==> run_1/io_placement.png <==
Drawn at 6 px/um. Pins as bars across the die edge, other pins in gray.
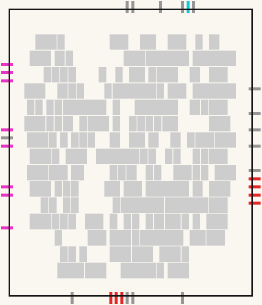
==> run_1/congestion.png <==
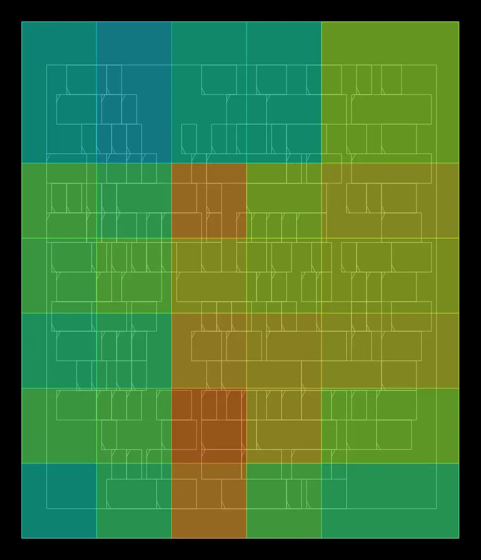
==> run_1/clk_routes.png <==
Drawn at 8 px/um.
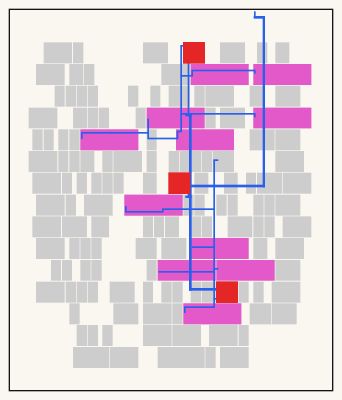
### config.mk
export PLATFORM = sky130hd
export DESIGN_NAME = parity_gen
export DESIGN_NICKNAME = d
export VERILOG_FILES = /design/src/rtl/parity_gen.sv
export SDC_FILE = /design/constraint.sdc
export NUM_CORES = 1
export LEC_CHECK = 0
export ABC_AREA = 1
export CORE_ASPECT_RATIO = 1.2
export CORE_MARGIN = 2
export CORE_UTILIZATION = 43
export CTS_BUF_LIST = sky130_fd_sc_hd__clkbuf_4 sky130_fd_sc_hd__clkbuf_8 sky130_fd_sc_hd__clkbuf_16
export CTS_CLUSTER_SIZE = 24
export DETAILED_ROUTE_END_ITERATION = 8
export PLACE_DENSITY_LB_ADDON = 0.25
export SLEW_MARGIN = 40
export SYNTH_ARGS = -nofsm -noshare
export SYNTH_HDL_FRONTEND = slang
export SYNTH_SLANG_ARGS = --single-unit
### constraint.sdc
create_clock -name clk -period 1.4 [get_ports clk]
set_clock_uncertainty 0.15 [all_clocks]
set_input_delay 0.21 -clock clk [delete_from_list [all_inputs] [get_ports clk]]
set_output_delay 0.21 -clock clk [all_outputs]
set_load 0.03 [all_outputs]
### src/rtl/parity_gen.sv
// Even/odd parity generator plus receive-side parity checker, one-cycle latency each.
// Define PARITY_STATS_EN to add saturating tx_cnt / err_cnt statistics outputs.
module parity_gen #(
  parameter int DATA_W  = 7,
  parameter bit PAR_MSB = 1'b1
) (
  input  logic              clk,
  input  logic              rst_n,
  input  logic              p,
  input  logic [DATA_W-1:0] tt_in,
  input  logic              in_valid,
  output logic [DATA_W:0]   pdata,
  output logic              out_valid,
  input  logic [DATA_W:0]   rx_data,
  input  logic              rx_valid,
  output logic              rx_err,
  output logic              rx_err_valid
`ifdef PARITY_STATS_EN
  ,
  output logic [15:0]       tx_cnt,
  output logic [15:0]       err_cnt
`endif
);

  logic              w_tx_par;
  logic              w_rx_err;
  logic [DATA_W:0]   w_pword;

  logic [DATA_W:0]   r_pdata;
  logic              r_out_valid;
  logic              r_rx_err;
  logic              r_rx_err_valid;

  assign w_tx_par = (^tt_in) ^ p;
  assign w_rx_err = (^rx_data) ^ p;

  generate
    if (PAR_MSB) begin : g_par_msb
      assign w_pword = {w_tx_par, tt_in};
    end else begin : g_par_lsb
      assign w_pword = {tt_in, w_tx_par};
    end
  endgenerate

  // Data registers only load on their valid so they hold between words.
  always_ff @(posedge clk) begin
    if (!rst_n) begin
      r_pdata        <= '0;
      r_out_valid    <= 1'b0;
      r_rx_err       <= 1'b0;
      r_rx_err_valid <= 1'b0;
    end else begin
      r_out_valid    <= in_valid;
      r_rx_err_valid <= rx_valid;
      if (in_valid) r_pdata  <= w_pword;
      if (rx_valid) r_rx_err <= w_rx_err;
    end
  end

  assign pdata        = r_pdata;
  assign out_valid    = r_out_valid;
  assign rx_err       = r_rx_err;
  assign rx_err_valid = r_rx_err_valid;

`ifdef PARITY_STATS_EN
  logic [15:0] r_tx_cnt;
  logic [15:0] r_err_cnt;

  // Counters saturate rather than wrap so a long run never reports a small count.
  always_ff @(posedge clk) begin
    if (!rst_n) begin
      r_tx_cnt  <= '0;
      r_err_cnt <= '0;
    end else begin
      if (in_valid && (r_tx_cnt != 16'hFFFF))
        r_tx_cnt <= r_tx_cnt + 16'd1;
      if (rx_valid && w_rx_err && (r_err_cnt != 16'hFFFF))
        r_err_cnt <= r_err_cnt + 16'd1;
    end
  end

  assign tx_cnt  = r_tx_cnt;
  assign err_cnt = r_err_cnt;
`endif

endmodule

==> results_dict.tcl, run 1 <==
# collected from the flow reports
set metrics [dict create \
    outcome "complete, no violations" \
    max-clock-path-buffers 2 \
    start_kind "flip-flop" \
    max-vdd-ir-drop_mv 0.350 \
    cts_root_buf "clkbuf_4" \
    finish.instance_area_mm2 0.00102 \
    cts.repair_timing.setup_buffer_count 0 \
    drt_drc_violations_left 0 \
    clock.latency.late_pin_ns 0.27 \
    report.final.hold_viol_count 0 \
    mean_post_synth_cell_area_um2 6.34 \
    netlist.top_cell.by_area "dfxtp_1" \
    yosys.cell_types.count 15 \
    placement.cell_area_um2 998 \
    grt_pass1_wl_um 2210 \
    core-area_mm2 0.00146 \
    cts_max_level 1 \
    max_cap_viols 0 \
    powerDensity_mw_per_mm2 847 \
    clock_sink_count 11 \
    cts_inserted_buffers 3 \
    globalplace.congestion 0.701 \
    grt_antenna_before_repair 0 \
    cp_cell_sequence "dlygate4sd2_1" \
]
About io_placement.png:
color	port	pins	direction	edge
magenta	rx_data	8	input	left
cyan	out_valid	1	output	top
red	tt_in	7	input	4 right, 3 bottom
die extent in x: 40.3 um
number of port buffers: 30
die boundary height: 47.5 um

About congestion.png:
core occupancy in the finished layout: 69.6%
GR Layer Usage met1: 16.0%
all-layer global routing usage: 17.4%
grt met3 use: 2.79%
Most Crowded Layer GR: met2

About clk_routes.png:
[blue] clock wires | length: 164 um
[red] clock drivers | count: 3
[magenta] flip-flops | count: 11
routed clock nets	4

run 1: worst max path at each step:
stage / start / slack [ns] / endpoint
5_1_grt: pdata[2]$_SDFFE_PN0P_ / 0.01 / pdata[2]
2_1_floorplan: rx_data[1] / 0.39 / rx_err$_SDFFE_PN0P_
6_report: rx_err$_SDFFE_PN0P_ / 0.04 / rx_err
3_5_place_dp: p / -0.21 / rx_err$_SDFFE_PN0P_
3_3_place_gp: p / -0.18 / rx_err$_SDFFE_PN0P_
4_1_cts: pdata[6]$_SDFFE_PN0P_ / 0.01 / pdata[6]
run 1: through the flow:
stage	utilization [%]	hold WS (ns)	power, mW	instances
final	69.6	0.341	0.863	159
after global routing	69.6	0.360	0.906	159
after CTS	69.4	0.348	0.872	159
after detailed placement	68.2	0.337	0.648	155
after global placement	68.2	0.325	0.639	155
after floorplan	-	0.153	0.515	107
run 1: state kept, by name, summed over array words and instances, names as in the netlist:
signal / flops
pdata: 8
rx_err_valid: 1
rx_err: 1
out_valid: 1
run 1: final cells by class:
type	instances	area (um2)
Fill cell	128	445
Multi-Input combinational cell	74	359
Sequential cell	11	220
Clock buffer	4	30.0
Inverter	20	75.1
Timing Repair Buffer	33	313
Tap cell	17	21.3
run 1: cell families after synthesis:
kind of cell,Yosys count,share of synthesized area (%)
AND-OR/OR-AND,7,5.17
XOR/XNOR,9,12.7
buffers and inverters,22,14.6
flip-flops,11,32.5
AND/OR/NAND/NOR,58,35.1
run 1: where the power goes:
part,leakage [nW],internal (mW),switching [mW]
Clock,0.0184,0.130,0.110
Sequential,0.0915,0.336,0.0103
Combinational,0.454,0.127,0.150
Total,0.564,0.592,0.270
run 1: routing by layer:
metal,track usage (%),wire (um)
met4,12.0,42
met1,16.0,586
met2,33.5,759
met3,2.79,68
met5,0,0
## Run 2: what changed since run 1
Settings changed: CTS_CLUSTER_DIAMETER from default to 40, PLACE_DENSITY from default to 0.85, PLACE_DENSITY_LB_ADDON 0.25 to default.
==> run_2/congestion.png <==
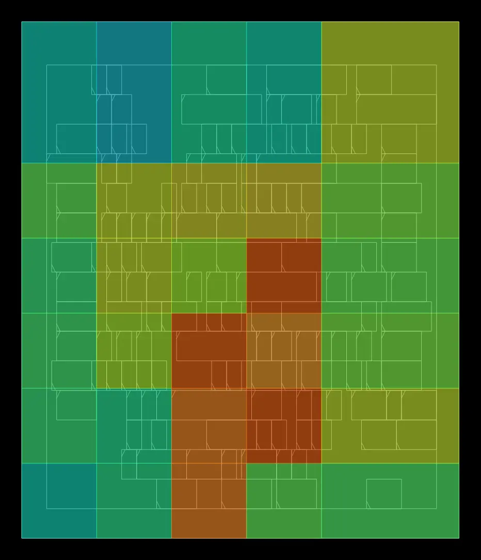
core occupancy in the finished layout: 69.8%
grt met3 use: 2.33%
all-layer global routing usage: 18.0%
routed wirelength normalized by instance count: 10.1 um

==> run_2/logic_types.png <==
Drawn at 12 px/um.
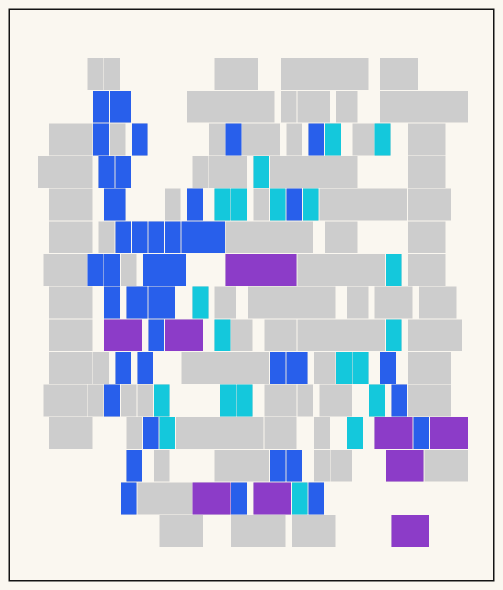
color	family	cells	most used
purple	xor and xnor cells	9	xnor2_1
blue	nand cells	38	nand2_1
cyan	nor cells	20	nor2_1

==> run 2 against run 1 <==
Effect of this change:
- first-iteration DRC count rose to 3.0 times the previous value
- routed wire length up 10%
- sequential share of layout area down 0.079 points
- highest routed layer unchanged
- critical endpoint unchanged
- register-to-register slack worse by 0.08 ns
- global-route usage up 0.60 points
- critical path type unchanged
==> results_dict.tcl, run 2 <==
# collected from the flow reports
set metrics [dict create \
    outcome "complete, no violations" \
    clock_sink_count 11 \
    max_clock_freq_ghz 0.731 \
    synth_area_um2 678 \
    cts_inserted_buffers 3 \
    max_reg_flops 8 \
    drt_drc_violations_left 0 \
    worstSetupEndpoint "rx_err" \
    yosys.cell_types.count 15 \
    worst_setup_path_startpoint "rx_err$_SDFFE_PN0P_" \
    postSynthRegisterBits 11 \
    hold_depth 3 \
    cts_max_level 1 \
    cp_cell_sequence "dlygate4sd2_1" \
    dieWidth_um 40.3 \
    core-area_mm2 0.00146 \
    max-clock-path-buffers 2 \
    cts_root_buf "clkbuf_4" \
    start_kind "flip-flop" \
    mean_post_synth_cell_area_um2 6.34 \
    detailroute.via_count 751 \
    reg2reg_to "pdata[6]$_SDFFE_PN0P_" \
    hold_ws_ns 0.151 \
    clock.latency.late_pin_ns 0.26 \
    powerDensity_mw_per_mm2 841 \
    antennaDiodeCount 0 \
    die_height_um 47.5 \
    cts.hold.buffers_added 0 \
    port-buffer-count 30 \
    critical_path_arrival_ns 1.01 \
    grt_antenna_before_repair 0 \
    netlist.top_cell.by_area "dfxtp_1" \
    number_of_enable_type_register_cells_in_the_synthesized_netlist 0 \
    cp_slowest_cell "dlygate4sd2_1" \
    grt_pass1_wl_um 2330 \
    max-vdd-ir-drop_mv 0.396 \
    cts.repair_timing.setup_buffer_count 0 \
    report.final.hold_viol_count 0 \
    globalplace.congestion 0.640 \
    max_cap_viols 0 \
]
==> run 2: cell counts after synthesis <==
No cell type changed its count.
==> run 2: report_power, final <==
part           switching [mW]  internal [mW]
logic                   0.156          0.123
registers              0.0107          0.336
clock network           0.104          0.130
total                   0.271          0.589
==> run 2: cell families (layout without fill, tap and decap cells) <==
family / Yosys count / in the layout / share of synthesized area, %
and+or+nand+nor: 58 / 58 / 35.1
buffers and inverters: 22 / 56 / 14.6
DFF: 11 / 11 / 32.5
xor gates and xnor gates: 9 / 9 / 12.7
AOI/OAI and AO/OA: 7 / 7 / 5.17
==> run 2: stage by stage <==
stage / power [mW] / setup WS [ns] / cell area (um2) / std cells
floorplan: 0.515 / 0.394 / 678 / 107
global placement: 0.637 / -0.181 / 991 / 154
detailed placement: 0.648 / -0.250 / 991 / 154
CTS: 0.866 / 0.0207 / 1010 / 158
global route: 0.900 / 0.000898 / 1020 / 158
finish: 0.860 / 0.0328 / 1020 / 158
==> run 2: tightest hold or removal path: cells and delay by family <==
kind | cells | cell delay (ns)
buffers and inverters | 1 | 0.15
AND/OR/NAND/NOR | 2 | 0.17
==> run 2: final cells by class <==
cell class	count	area [um2]
Fill cell	140	442
Multi-Input combinational cell	74	359
Tap cell	17	21.3
Timing Repair Buffer	32	317
Inverter	20	75.1
Clock buffer	4	30.0
Sequential cell	11	220
==> run 2: repair_timing <==
item                                   in CTS  in global routing
resized                                    11                  7
cloned                                      0                  0
setup endpoints to repair                  11                  4
pin swaps                                   0                  1
endpoints found under the hold margin       0                  0
==> run 2: routing by layer <==
metal  part of all wire (%)  GRT usage [%]
met1                     38           14.4
met2                     56           37.7
met3                    5.9           2.33
met4                   0.50           12.0
met5                      0              0
## Run 3: what changed since run 2
Settings changed: CTS_CLUSTER_DIAMETER 40 to default, CTS_CLUSTER_SIZE 24 to 14, SLEW_MARGIN 40 to default.
==> run_3/metal_density.png <==
Drawn at 8 px/um. 8 x 10 tiles, from white (low) to dark blue (high), scaled to the fullest tile. Values are wire area over tile area, all layers added.
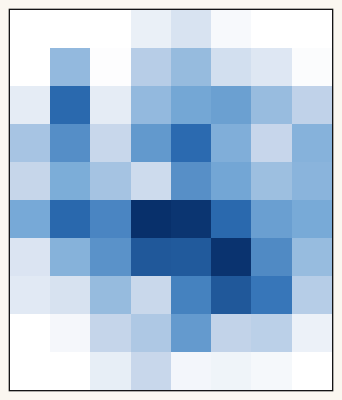
densest ninth of the die	center
emptiest ninth of the die	lower left
tiles over half the peak	31%
mean over tiles	0.13
nearly empty tiles	15%
fullest tile	0.38
via count: 751
routed wire length: 1600 um

==> run_3/clk_routes.png <==
Drawn at 8 px/um.
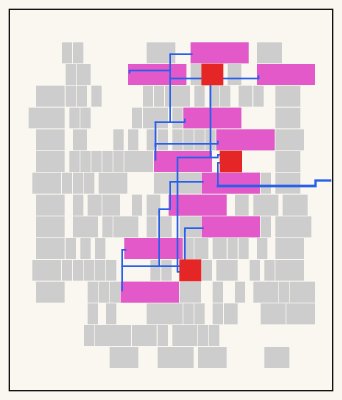
[magenta] flip-flops | count: 11
[red] clock drivers | count: 3
[blue] clock wires | length: 135 um
routed clock nets	4

==> run 3 against run 2 <==
Effect of this change:
- highest routed layer unchanged
- sequential share of layout area unchanged
- fmax stayed put
- area after synthesis did not move
- die area unchanged
- total power did not move
- utilization stayed put
==> results_dict.tcl, run 3 <==
# collected from the flow reports
set metrics [dict create \
    hold_depth 3 \
    synth_area_um2 678 \
    core-area_mm2 0.00146 \
    critical_path_arrival_ns 1.01 \
    yosys.cell_types.count 15 \
    outcome "complete, no violations" \
    cp_slowest_cell "dlygate4sd2_1" \
    switchingPower_mw 0.271 \
    power.clock.total_mw 0.234 \
    grt_antenna_before_repair 0 \
    share_of_total_power_in_the_clock_network_pct 27.2 \
    cts_inserted_buffers 3 \
    port-buffer-count 30 \
    die_height_um 47.5 \
    power.sequential.fraction_pct 40.3 \
    worst_setup_path_startpoint "rx_err$_SDFFE_PN0P_" \
    wl_per_cell_um 10.1 \
    report.final.hold_viol_count 0 \
    grt_pass1_wl_um 2330 \
    clock_sink_count 11 \
    design_power_total_mw 0.860 \
    netlist.top_cell.by_area "dfxtp_1" \
    max-vdd-ir-drop_mv 0.396 \
    worstSetupEndpoint "rx_err" \
    gr-usage-all-layers_pct 18.0 \
    p_int_mw 0.589 \
    max-clock-path-buffers 2 \
    drt_drc_violations_left 0 \
    p_comb_share_pct 32.5 \
    globalplace.congestion 0.640 \
    antennaDiodeCount 0 \
    sequentialPower_mw 0.346 \
    mean_post_synth_cell_area_um2 6.34 \
    finish.instance_area_mm2 0.00102 \
    placement.cell_area_um2 991 \
    powerDensity_mw_per_mm2 841 \
    start_kind "flip-flop" \
    comb_cell_power_mw 0.279 \
    dieWidth_um 40.3 \
    cp_data_required_time_ns 1.04 \
    final_core_util_pct 69.8 \
    top_power_group "sequential cells" \
    reg2reg_to "pdata[6]$_SDFFE_PN0P_" \
    max_cap_viols 0 \
    cts.repair_timing.setup_buffer_count 0 \
    max_clock_freq_ghz 0.731 \
    cp_cell_sequence "dlygate4sd2_1" \
]
run 3: cell counts in the layout (fill, tap and decap cells not counted):
No cell type changed its count.
run 3: final cells by class:
type | instances | area [um2]
tap | 17 | 21.3
timing repair buffer | 32 | 317
inverter | 20 | 75.1
sequential | 11 | 220
multi-input combinational | 74 | 359
clock buffer | 4 | 30.0
fill | 140 | 442
run 3: cell families after synthesis:
logic type	Yosys count	synth area share, %
AND/OR/NAND/NOR	58	35.1
buffers and inverters	22	14.6
flip-flops	11	32.5
XOR/XNOR	9	12.7
AND-OR/OR-AND	7	5.17
run 3: what timing repair did:
action | 4_1_cts | 5_1_grt
resized | 11 | 7
cloned | 0 | 0
setup endpoints to repair | 11 | 4
endpoints found under the hold margin | 0 | 0
pin swaps | 0 | 1
run 3: metal layers:
metal,vias up,global-route usage [%],part of all wire [%]
met1,335,14.4,38
li1,383,-,-
met5,-,0,0
met4,0,12.0,0.50
met2,31,37.7,56
met3,2,2.33,5.9
run 3: how the worst min path moves through the flow:
stage                                    to  slack (ns)
CTS                   pdata[1]$_SDFFE_PN0P_        0.35
global placement      pdata[1]$_SDFFE_PN0P_        0.33
global route          pdata[1]$_SDFFE_PN0P_        0.18
finish                pdata[1]$_SDFFE_PN0P_        0.15
detailed placement    pdata[6]$_SDFFE_PN0P_        0.34
floorplan           rx_err_valid$_SDFF_PN0_        0.15
run 3: metrics by stage:
stage | instances | setup WS, ns | hold WS, ns
floorplan | 107 | 0.394 | 0.153
global placement | 154 | -0.181 | 0.329
detailed placement | 154 | -0.250 | 0.339
CTS | 158 | 0.0207 | 0.354
global route | 158 | 0.000898 | 0.175
finish | 158 | 0.0328 | 0.151
Power is estimated from default activity; no workload was simulated.
